===== src/rtl/uart_rx.sv =====
// 8N1 UART receiver with 16x oversampling, phase-aligned to the start edge; outputs update
// the cycle after the stop-bit sample. No backpressure: rx_done is a level flag, cleared by the next start edge.
module uart_rx #(
    parameter int CLK_HZ = 50000000,
    parameter int BAUD   = 115200
) (
    input  logic       clk,
    input  logic       rst,
    input  logic       rxd,
    output logic [7:0] rx_data,
    output logic       rx_done,
    output logic       rx_busy,
    output logic       frame_err
);

    localparam int DIV   = CLK_HZ / (BAUD * 16);
    localparam int DIV_C = (DIV < 1) ? 1 : DIV;
    localparam int TW    = (DIV_C > 1) ? $clog2(DIV_C) : 1;
    localparam logic [TW-1:0] TICK_MAX = TW'(DIV_C - 1);

    typedef enum logic [2:0] {
        IDLE,
        START,
        DATA,
        STOP,
        WAIT_HIGH
    } state_t;

    state_t          state_q, state_d;
    logic            sync1_q, rxs_q, rxs_prev_q;
    logic [TW-1:0]   tcnt_q, tcnt_d;
    logic [3:0]      sub_q, sub_d;
    logic [2:0]      idx_q, idx_d;
    logic [7:0]      shift_q, shift_d;
    logic [7:0]      data_q, data_d;
    logic            done_q, done_d;
    logic            ferr_q, ferr_d;
    logic            tick;

    assign tick = (state_q != IDLE) && (tcnt_q == TICK_MAX);

    always_ff @(posedge clk or posedge rst) begin
        if (rst) begin
            sync1_q    <= 1'b1;
            rxs_q      <= 1'b1;
            rxs_prev_q <= 1'b1;
            state_q    <= IDLE;
            tcnt_q     <= '0;
            sub_q      <= '0;
            idx_q      <= '0;
            shift_q    <= '0;
            data_q     <= '0;
            done_q     <= 1'b0;
            ferr_q     <= 1'b0;
        end else begin
            sync1_q    <= rxd;
            rxs_q      <= sync1_q;
            rxs_prev_q <= rxs_q;
            state_q    <= state_d;
            tcnt_q     <= tcnt_d;
            sub_q      <= sub_d;
            idx_q      <= idx_d;
            shift_q    <= shift_d;
            data_q     <= data_d;
            done_q     <= done_d;
            ferr_q     <= ferr_d;
        end
    end

    always_comb begin
        state_d = state_q;
        tcnt_d  = tick ? '0 : tcnt_q + TW'(1);
        sub_d   = sub_q;
        idx_d   = idx_q;
        shift_d = shift_q;
        data_d  = data_q;
        done_d  = done_q;
        ferr_d  = ferr_q;
        case (state_q)
            IDLE: begin
                // Counter parked at 0 so the first tick lands DIV cycles after the edge.
                tcnt_d = '0;
                if (rxs_prev_q && !rxs_q) begin
                    state_d = START;
                    sub_d   = '0;
                    idx_d   = '0;
                    done_d  = 1'b0;
                end
            end
            START: begin
                if (tick) begin
                    if (sub_q == 4'd7) begin
                        sub_d   = '0;
                        state_d = rxs_q ? IDLE : DATA;
                    end else begin
                        sub_d = sub_q + 4'd1;
                    end
                end
            end
            DATA: begin
                if (tick) begin
                    sub_d = sub_q + 4'd1;
                    if (sub_q == 4'd15) begin
                        shift_d[idx_q] = rxs_q;
                        idx_d          = idx_q + 3'd1;
                        if (idx_q == 3'd7) begin
                            state_d = STOP;
                        end
                    end
                end
            end
            STOP: begin
                if (tick) begin
                    sub_d = sub_q + 4'd1;
                    if (sub_q == 4'd15) begin
                        if (rxs_q) begin
                            data_d  = shift_q;
                            done_d  = 1'b1;
                            ferr_d  = 1'b0;
                            state_d = IDLE;
                        end else begin
                            ferr_d  = 1'b1;
                            state_d = WAIT_HIGH;
                        end
                    end
                end
            end
            WAIT_HIGH: begin
                if (rxs_q) begin
                    state_d = IDLE;
                end
            end
            default: state_d = IDLE;
        endcase
    end

    assign rx_data   = data_q;
    assign rx_done   = done_q;
    assign rx_busy   = (state_q != IDLE);
    assign frame_err = ferr_q;

endmodule


===== config.mk =====
export PLATFORM = sky130hd
export DESIGN_NAME = uart_rx
export DESIGN_NICKNAME = d
export VERILOG_FILES = /design/src/rtl/uart_rx.sv
export SDC_FILE = /design/constraint.sdc
export NUM_CORES = 1
export LEC_CHECK = 0
export CAP_MARGIN = 10
export CORE_ASPECT_RATIO = 1.25
export CORE_MARGIN = 2
export CORE_UTILIZATION = 45
export CTS_CLUSTER_DIAMETER = 80
export DETAILED_ROUTE_END_ITERATION = 8
export GPL_TIMING_DRIVEN = 0
export HOLD_SLACK_MARGIN = 0.08
export SYNTH_ARGS = -nofsm -noshare
export SYNTH_HDL_FRONTEND = slang
export SYNTH_SLANG_ARGS = --single-unit

===== constraint.sdc =====
create_clock -name clk -period 2.2 [get_ports clk]
set_input_delay 0.44 -clock clk [delete_from_list [all_inputs] [get_ports clk]]
set_output_delay 0.44 -clock clk [all_outputs]
set_load 0.02 [all_outputs]

==> results.sh <==
# flow metrics
export IMPL_gr_max_usage_layer="met2"
export IMPL_synth_cells=142
export IMPL_detailedPlace_worstSlack_ns=-0.0316
export IMPL_worstPathRequired_ns=2.37
export IMPL_drv_slew=0
export IMPL_row_count=24
export IMPL_cp_cell_sequence="buf_6, or3b_4, or4_4, nor3_1, mux2_1"
export IMPL_ant_nets=0
export IMPL_final_util_pct=57.4
export IMPL_synth_warnings=0
export IMPL_wl_mm=3.13
export IMPL_dr_pass1_iters=4
export IMPL_setup_viol=0
export IMPL_async_reset_ff_share_pct=100
export IMPL_reg2reg_depth=5
export IMPL_rrSetupSlack_ns=0.06
export IMPL_yosysSeqAreaShare_pct=54.0
export IMPL_cp_end_kind="flip-flop"
export IMPL_io_pins=14
export IMPL_slew_headroom_pct=61.9
export IMPL_r2r_end="shift_q[7]"
export IMPL_stdcell_area_um2=2020
export IMPL_fp_util_pct=47.7
export IMPL_start_kind="flip-flop"
export IMPL_via_per_inst=5.68
export IMPL_yosys_cell_types_count=41
export IMPL_path_clk_slew_ns=0.07
export IMPL_grt_start_max_net_pins=25
export IMPL_max_vdd_ir_drop_uv=544
export IMPL_diodes=0
export IMPL_crit_fanout=10
export IMPL_clock_skew_final_ns=0.00830
export IMPL_ff_type="dfrtp_1"
export IMPL_top_area_cell="dfrtp_1"
export IMPL_cts_tree="done"
export IMPL_core_area_um2=3510
export IMPL_period_used_pct=97.2
export IMPL_place_area_um2=1880
export IMPL_synth_area_top_cells="dfrtp_1 (49%), mux2_2 (8.7%), dfstp_2 (4.7%)"
export IMPL_lay_top_count="dfrtp_1"
export IMPL_antenna_found_initial=0
export IMPL_edf_count=0
export IMPL_slowest_stage="or4_4"
export IMPL_chipArea_um2=4230
export IMPL_drt_wirelength_per_cell_um=15.3
export IMPL_grt_use_met1_pct=20.2
export IMPL_dr_first_iter_drc_count=34
export IMPL_whs_ns=0.361
export IMPL_grt_pass1_vias=1191
export IMPL_rr_startpoint="state_q[2]"
export IMPL_max_clock_freq_mhz=468
export IMPL_setup_worst_path_start="state_q[2]"
export IMPL_ys_cells=142
export IMPL_fp_nets=150
export IMPL_leakage_uw=0.000937
export IMPL_syn_to_final_growth_pct=20.4
export IMPL_worst_slack_ns=0.0617
export IMPL_grt_pass1_wl_mm=5.41
export IMPL_outcome="finished, final reports clean"
export IMPL_worst_pin_slew_ns=0.571
export IMPL_hold_viol=0
export IMPL_gp_congestion=0.791
export IMPL_die_width_um=58.6
export IMPL_tool_warnings=27
export IMPL_hold_path_class="reg2reg"
export IMPL_power_density_nw_per_um2=867
export IMPL_synth_seq_cells=36
export IMPL_portBuffers=13
export IMPL_ctsHoldBuffers=0
export IMPL_grt_usage_pct=17.1
export IMPL_clockRootBuffer="clkbuf_8"
export IMPL_grt_remaining_overflow=0
export IMPL_finalNetCount=173
export IMPL_cpPeakStageDelay_ns=0.57
export IMPL_die_height_um=72.2
export IMPL_dp_hpwl_mm=2.18
export IMPL_critical_path_class="reg2reg"
export IMPL_synth_area_um2=1680
export IMPL_netlist_area_leader_share_pct=49.3
export IMPL_drive_above_1_share_pct=25.9
export IMPL_endpoint="shift_q[7]"
export IMPL_num_vias=1165
export IMPL_period_needed_ns=2.14
export IMPL_arrival_ns=2.31
export IMPL_h_tree_depth=2
export IMPL_maxCapViolCount=0
export IMPL_synth_avg_cell_area_um2=11.8
export IMPL_grtUsageMet2_pct=28.3
export IMPL_yosysChipArea_um2=1680
## worst min-delay path by stage
stage | start | to | slack [ns] | cells past startpoint
2_1_floorplan | sync1_q | rxs_q | 0.35 | 0
3_3_place_gp | sync1_q | rxs_q | 0.35 | 0
3_5_place_dp | sync1_q | rxs_q | 0.35 | 0
4_1_cts | sync1_q | rxs_q | 0.36 | 0
5_1_grt | sync1_q | rxs_q | 0.36 | 0
6_report | sync1_q | rxs_q | 0.36 | 0
## logic make-up (layout without fill, tap and decap cells)
group / after synthesis / count (layout) / synth area share, %
simple gates: 48 / 48 / 17.3
flops: 36 / 36 / 54.0
compound gates: 20 / 20 / 8.07
mux: 18 / 18 / 12.1
buf+inv: 12 / 36 / 3.29
fa+ha+maj: 5 / 5 / 3.73
xor+xnor: 3 / 3 / 1.57
## cells in the mapped netlist, types with 2 or more instances
cell and n:
o41ai_1 2, dfrtp_1 33, nor3_1 5, inv_1 8, o21ai_0 6, nand3_1 8, nand4_1 3, nor4_2 2
nand2_1 4, ha_1 5, a211oi_1 3, or2_2 3, mux2_1 5, dfstp_2 3, nor2_1 10, buf_2 2
mux2_2 13, xor2_1 2, o31ai_1 3
## state kept, by name, summed over array words and instances (netlist names)
signal / flops
frame_err: 1
idx_q: 3
rx_data: 8
rx_done: 1
rxs_prev_q: 1
rxs_q: 1
shift_q: 8
state_q: 3
sub_q: 4
sync1_q: 1
tcnt_q: 5
## critical path, delay by kind of cell (launching register included)
family | cells | cell delay [ns]
buffers and inverters | 1 | 0.14
flip-flops | 1 | 0.39
multiplexers | 1 | 0.34
AND/OR/NAND/NOR | 3 | 1.16
## routing by layer
metal  share of wire (%)  routed length (um)
met3                 3.3                 102
met4                 1.8                  57
met2                  52                1630
met1                  43                1350
met5                   0                   0
## what timing repair did
action                                  4_1_cts  5_1_grt
resized                                       3        4
pin swaps                                     0        1
buffers inserted                              0        2
endpoints found under the setup margin        9       12
## power by group
group	internal (uW)	leakage, uW	total, uW	switching [uW]
combinational	186	0.000402	464	278
sequential	737	0.000484	805	67.8
clock	250	0.0000510	481	231
## area by class of cell
class,count,area (um^2)
tap,39,48.8
clock buffer,6,82.6
multi-input combinational,94,744
clock inverter,2,10.0
sequential,36,905
timing repair buffer,16,171
inverter,8,30.0
fill,321,1500
buffer,4,25.0
## per-stage QoR
stage | setup TNS [ns] | power, uW | std cells
4_1_cts | 0 | 1760 | 203
3_3_place_gp | 0 | 1270 | 194
6_report | 0 | 1750 | 205
5_1_grt | -0.0179 | 1870 | 205
3_5_place_dp | -0.217 | 1280 | 195
2_1_floorplan | 0 | 1150 | 142
==> images/pdn.png <==
Bar = 20 um. Pins as bars on the die edge.
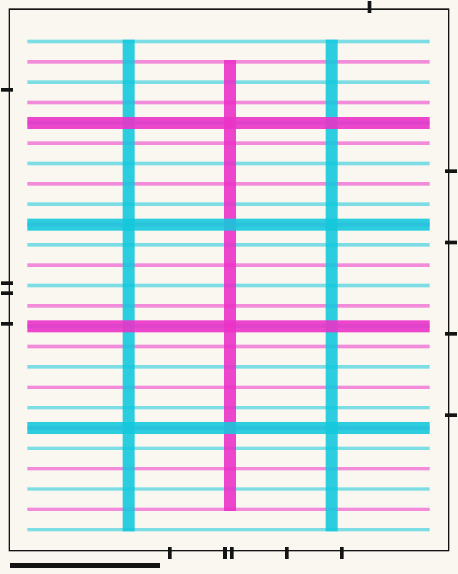
Key: cyan = VSS; magenta = VDD
25 met1 rails follow the rows. 14 signal pins sit on the boundary. 4 straps on met5. 3 straps on met4.

==> images/met2.png <==
Bar = 20 um.
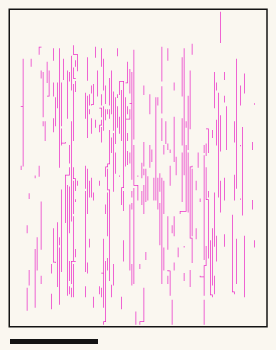
The layer holds 52% of the routed length. The longest straight run is 29.6 um. The wires run mostly vertical.

==> images/final_clocks.png <==
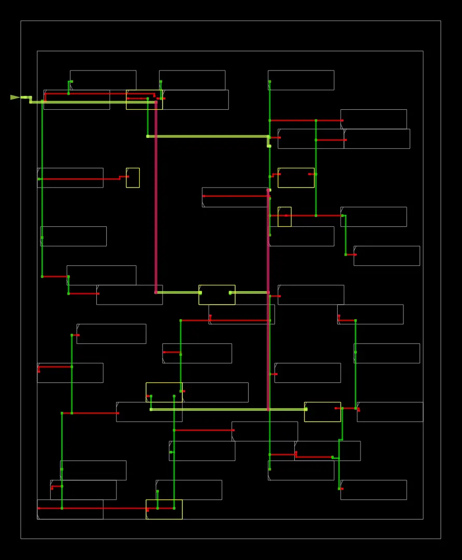
Clock buffer cells: 6
clk_lat worst skew: 0.29 ns
clk sinks: 36
CTS buffer count: 5

==> images/met3.png <==
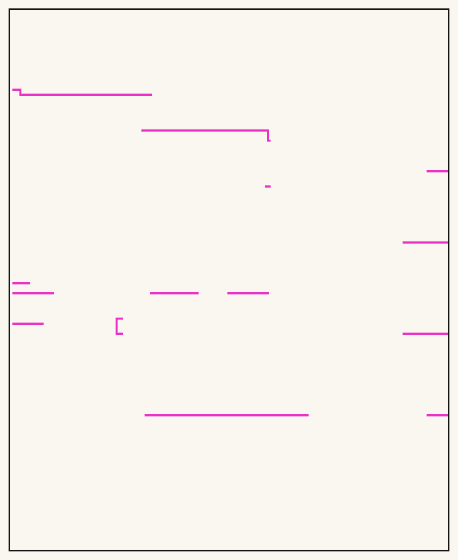
The layer carries 102 um of wire. The wires run mostly horizontal. 10 nets have wire on it.

==> images/metal_stack.png <==
Bar = 20 um. Two of the layers only.
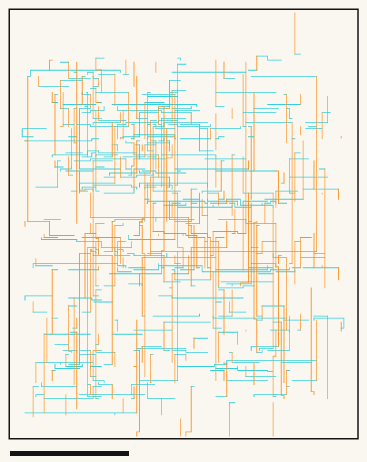
Key: orange = met2 [wire length 1630 um]; cyan = met1 [wire length 1350 um]

Power figures rest on the tool's default switching activity, not on a simulated workload.
